**src/rtl/freq_ctrl_pkg.sv**
```systemverilog
// Shared types and default widths for the frequency-measurement sequencer.
package freq_ctrl_pkg;

  localparam int unsigned CNT_W_DEF = 16;  // edge-counter / result width
  localparam int unsigned GW_W_DEF  = 24;  // gate-length width in clk cycles
  localparam int unsigned SETTLE_W  = 3;   // settle counter width (SETTLE is 1..7)

  typedef enum logic [2:0] {
    ST_IDLE   = 3'd0,
    ST_CLEAR  = 3'd1,
    ST_GATE   = 3'd2,
    ST_SETTLE = 3'd3,
    ST_LATCH  = 3'd4
  } state_t;

endpackage : freq_ctrl_pkg

```
**src/rtl/freq_meas_ctrl_gate_timer.sv**
```systemverilog
// Loadable down-counter timing the gate window.
//   clk, rst : clock, synchronous active-high reset
//   load     : load len (0 is treated as 1)
//   en       : count down, one step per cycle
//   len      : window length in clk cycles
//   done_c   : combinational, high on the last enabled cycle of the window
module gate_timer #(
  parameter int unsigned GW_W = 24
) (
  input  logic            clk,
  input  logic            rst,
  input  logic            load,
  input  logic            en,
  input  logic [GW_W-1:0] len,
  output logic            done_c
);

  logic [GW_W-1:0] cnt;

  // Remaining window cycles, including the current one
  always_ff @(posedge clk) begin
    if (rst) begin
      cnt <= '0;
    end else if (load) begin
      cnt <= (len == '0) ? GW_W'(1) : len;
    end else if (en && (cnt != '0)) begin
      cnt <= cnt - GW_W'(1);
    end
  end

  assign done_c = en && (cnt == GW_W'(1));

endmodule : gate_timer

```
**src/rtl/freq_meas_ctrl.sv**
```systemverilog
// Measurement sequencer for the edge-counting frequency counter: clears the
// counter, opens a gate window, waits to settle, latches the count.
//   clk, rst          : clock, synchronous active-high reset
//   start, cont, stop : run control (start/cont sampled in IDLE)
//   gate_len          : gate window length, sampled in CLEAR
//   cnt_in            : live edge-counter value
//   gate, cnt_clr     : controls to the edge counter
//   busy              : not IDLE
//   res_data, res_sat : latched count and all-ones flag
//   res_valid/ready   : result handshake
//   overrun           : sticky, unread result was overwritten
module freq_meas_ctrl
  import freq_ctrl_pkg::*;
#(
  parameter int unsigned CNT_W  = CNT_W_DEF,
  parameter int unsigned GW_W   = GW_W_DEF,
  parameter int unsigned SETTLE = 1
) (
  input  logic             clk,
  input  logic             rst,
  input  logic             start,
  input  logic             cont,
  input  logic             stop,
  input  logic [GW_W-1:0]  gate_len,
  input  logic [CNT_W-1:0] cnt_in,
  output logic             gate,
  output logic             cnt_clr,
  output logic             busy,
  output logic [CNT_W-1:0] res_data,
  output logic             res_sat,
  output logic             res_valid,
  input  logic             res_ready,
  output logic             overrun
);

  state_t              state, next_state;
  logic                cont_q;
  logic [SETTLE_W-1:0] settle_cnt;
  logic                timer_done_c;
  logic                start_acc_c;

  assign start_acc_c = (state == ST_IDLE) && start && !stop;

  gate_timer #(.GW_W(GW_W)) u_gate_timer (
    .clk    (clk),
    .rst    (rst),
    .load   (state == ST_CLEAR),
    .en     (state == ST_GATE),
    .len    (gate_len),
    .done_c (timer_done_c)
  );

  // State register
  always_ff @(posedge clk) begin
    if (rst) state <= ST_IDLE;
    else     state <= next_state;
  end

  // Next-state logic
  always_comb begin
    next_state = state;
    case (state)
      ST_IDLE:   if (start_acc_c) next_state = ST_CLEAR;
      ST_CLEAR:  next_state = stop ? ST_IDLE : ST_GATE;
      ST_GATE: begin
        if (stop)              next_state = ST_IDLE;
        else if (timer_done_c) next_state = ST_SETTLE;
      end
      ST_SETTLE: begin
        if (stop)                                         next_state = ST_IDLE;
        else if (settle_cnt == SETTLE_W'(SETTLE - 1)) next_state = ST_LATCH;
      end
      ST_LATCH:  next_state = (cont_q && !stop) ? ST_CLEAR : ST_IDLE;
      default:   next_state = ST_IDLE;
    endcase
  end

  // Continuous-mode latch and settle counter
  always_ff @(posedge clk) begin
    if (rst) begin
      cont_q     <= 1'b0;
      settle_cnt <= '0;
    end else begin
      if (start_acc_c) cont_q <= cont;
      if (state == ST_SETTLE) settle_cnt <= settle_cnt + SETTLE_W'(1);
      else                    settle_cnt <= '0;
    end
  end

  // Counter controls registered from the next state so they align with it
  always_ff @(posedge clk) begin
    if (rst) begin
      gate    <= 1'b0;
      cnt_clr <= 1'b0;
      busy    <= 1'b0;
    end else begin
      gate    <= (next_state == ST_GATE);
      cnt_clr <= (next_state == ST_CLEAR);
      busy    <= (next_state != ST_IDLE);
    end
  end

  // Result register, handshake and overrun flag
  always_ff @(posedge clk) begin
    if (rst) begin
      res_data  <= '0;
      res_sat   <= 1'b0;
      res_valid <= 1'b0;
      overrun   <= 1'b0;
    end else if (state == ST_LATCH) begin
      res_data  <= cnt_in;
      res_sat   <= (cnt_in == '1);
      res_valid <= 1'b1;
      // A same-cycle accept consumes the old result, so only a stalled one overruns
      if (res_valid && !res_ready) overrun <= 1'b1;
    end else begin
      if (res_valid && res_ready) res_valid <= 1'b0;
      if (start_acc_c)            overrun   <= 1'b0;
    end
  end

endmodule : freq_meas_ctrl
```
**config.mk**
```make
export PLATFORM = sky130hd
export DESIGN_NAME = freq_meas_ctrl
export DESIGN_NICKNAME = d
export VERILOG_FILES = /design/src/rtl/freq_ctrl_pkg.sv /design/src/rtl/freq_meas_ctrl_gate_timer.sv /design/src/rtl/freq_meas_ctrl.sv
export SDC_FILE = /design/constraint.sdc
export NUM_CORES = 1
export LEC_CHECK = 0
export CAP_MARGIN = 0
export CORE_UTILIZATION = 35
export CTS_CLUSTER_SIZE = 12
export DETAILED_ROUTE_END_ITERATION = 10
export HOLD_SLACK_MARGIN = 0.05
export SLEW_MARGIN = 20
export SYNTH_ARGS = -nofsm -noshare
export SYNTH_HDL_FRONTEND = slang
export SYNTH_SLANG_ARGS = --single-unit
export TNS_END_PERCENT = 50
```
**constraint.sdc**
```tcl
create_clock -name clk -period 6.18 [get_ports clk]
set_input_delay 0.927 -clock clk [delete_from_list [all_inputs] [get_ports clk]]
set_output_delay 0.927 -clock clk [all_outputs]
set_load 0.005 [all_outputs]
```
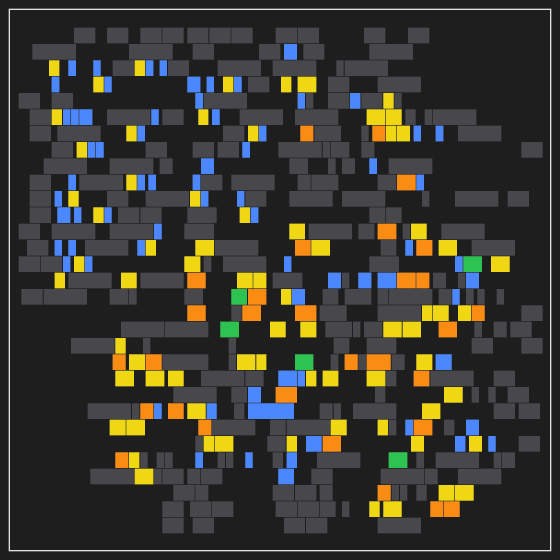
Fig. 1. Gate families picked out.
| colour | family | cells |
|---|---|---|
| orange | AND and OR gates | 30 |
| yellow | inverting AOI/OAI gates | 71 |
| green | AND-OR and OR-AND gates | 5 |
| blue | NAND gates | 70 |
Top cell excl fill/tap: clkdlybuf4s50_1
fraction of area in multi-input gates: 43.36%
non-filler instance count after layout: 488

==> flow_metrics.py <==
# Synthesis and PnR figures
metrics = {
    "pwr": {
        "swShare_pct": 29.64,
        "p_int_mw": 0.5050,
        "leakage_nw": 1.174,
        "pwr-share-clk_pct": 28.5,
        "power_density_mw_per_mm2": 203.0,
        "switchingPower_mw": 0.2127,
    },
    "floorplan": {
        "taps": 99,
        "die_area_sq_mm": 0.008088,
        "die.size.y_um": 89.94,
        "core_area_sq_mm": 0.007370,
        "die_w_um": 89.94,
        "io_pins": 68,
    },
    "detailed_routing": {
        "wl_per_cell_um": 15.05,
        "postRouteAntennaNets": 0,
        "dr_wl_met2_um": 3372,
        "drtIter0Drc": 124,
        "firstDrtPassIters": 4,
        "remaining_drc_errors": 0,
        "wl_um": 7342,
        "vias_per_cell": 5.451,
        "top_layer_used": "met4",
    },
    "layout": {
        "largest_reg_flops": 24,
        "n_all_inverters": 8,
        "diodes": 0,
        "reg_top3": "u_gate_timer.cnt x24, res_data x16",
        "clkCellAreaFrac_pct": 2.655,
        "flops": 53,
        "seq_area_sq_mm": 0.001061,
        "layout.nets": 439,
    },
    "worst_setup_path": {
        "cp-end-kind": "flop",
        "reg2reg_depth": 6,
        "cp.required_ps": 6390,
        "worstReg2RegEnd": "u_gate_timer.cnt[18]$_SDFFE_PP0P_",
        "crit_fanout": 7,
        "reg2reg_from": "u_gate_timer.cnt[18]$_SDFFE_PP0P_",
    },
    "logic_synthesis": {
        "edf_count": 0,
        "top_logic_kind": "simple AND/OR/NAND/NOR gates",
        "ys_sh_adder_pct": 2.312,
        "ys_sh_aoi_pct": 19.19,
        "synth.most_common_cell": "dfxtp_1",
        "common_cells": "dfxtp_1, nand2_1, nor2_1, a21oi_1, clkbuf_1",
        "synth_chip_area_sq_mm": 0.002706,
        "top_cells_by_area": "dfxtp_1, nand2_1, a311oi_1",
        "xor_share_pct": 1.294,
        "ys_sh_simple_pct": 33.10,
        "syn_avg_cell_area_sq_um": 8.152,
        "synthesis.area_sq_mm": 0.002706,
    },
    "clock_tree": {
        "cts_max_level": 2,
        "clockRootBuffer": "clkbuf_8",
        "path_clk_slew_ps": 100,
        "cts_resized": 0,
        "cts_hold_buf": 0,
        "cts_max_path_buffers": 2,
    },
    "place": {
        "io_buffers": 67,
        "placed_cell_area_sq_mm": 0.003441,
        "place_inst": 480,
    },
    "worst_hold_path": {
        "holdCritStartpoint": "settle_cnt[0]$_SDFF_PP0_",
        "hold_end": "settle_cnt[0]$_SDFF_PP0_",
        "hold_depth": 1,
    },
    "grt": {
        "grt_max_degree": 52,
        "grt_most_used_layer": "met2",
        "grt_usage_pct": 18.47,
        "overflow": 0,
        "grt_util_met3_pct": 3.046,
    },
    "final_timing": {
        "timing.fmax_mhz": 402.5,
        "tightest_slew_ps": 868.6,
        "fin_crit_sh_pct": 40.20,
        "whs_ps": 460.4,
        "finalSetupTns_ps": 0,
    },
    "outcome": {
        "outcome": "finished, final reports clean",
    },
    "flow_run": {
        "max_cap_violations": 0,
    },
}
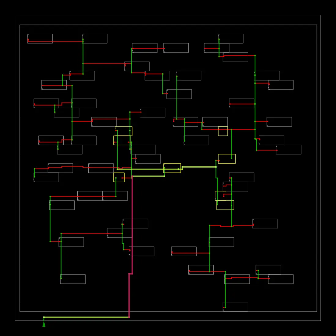
Fig. 2. Clock routing.
CTS sink count: 53
clock group power: 0.205 mW
number of CTS-inserted buffers: 5
clock latency on the worst-skew pair: 310 ps
Clock Skew: 13.30 ps

No activity file was given, so power comes from the tool's default toggle rates.
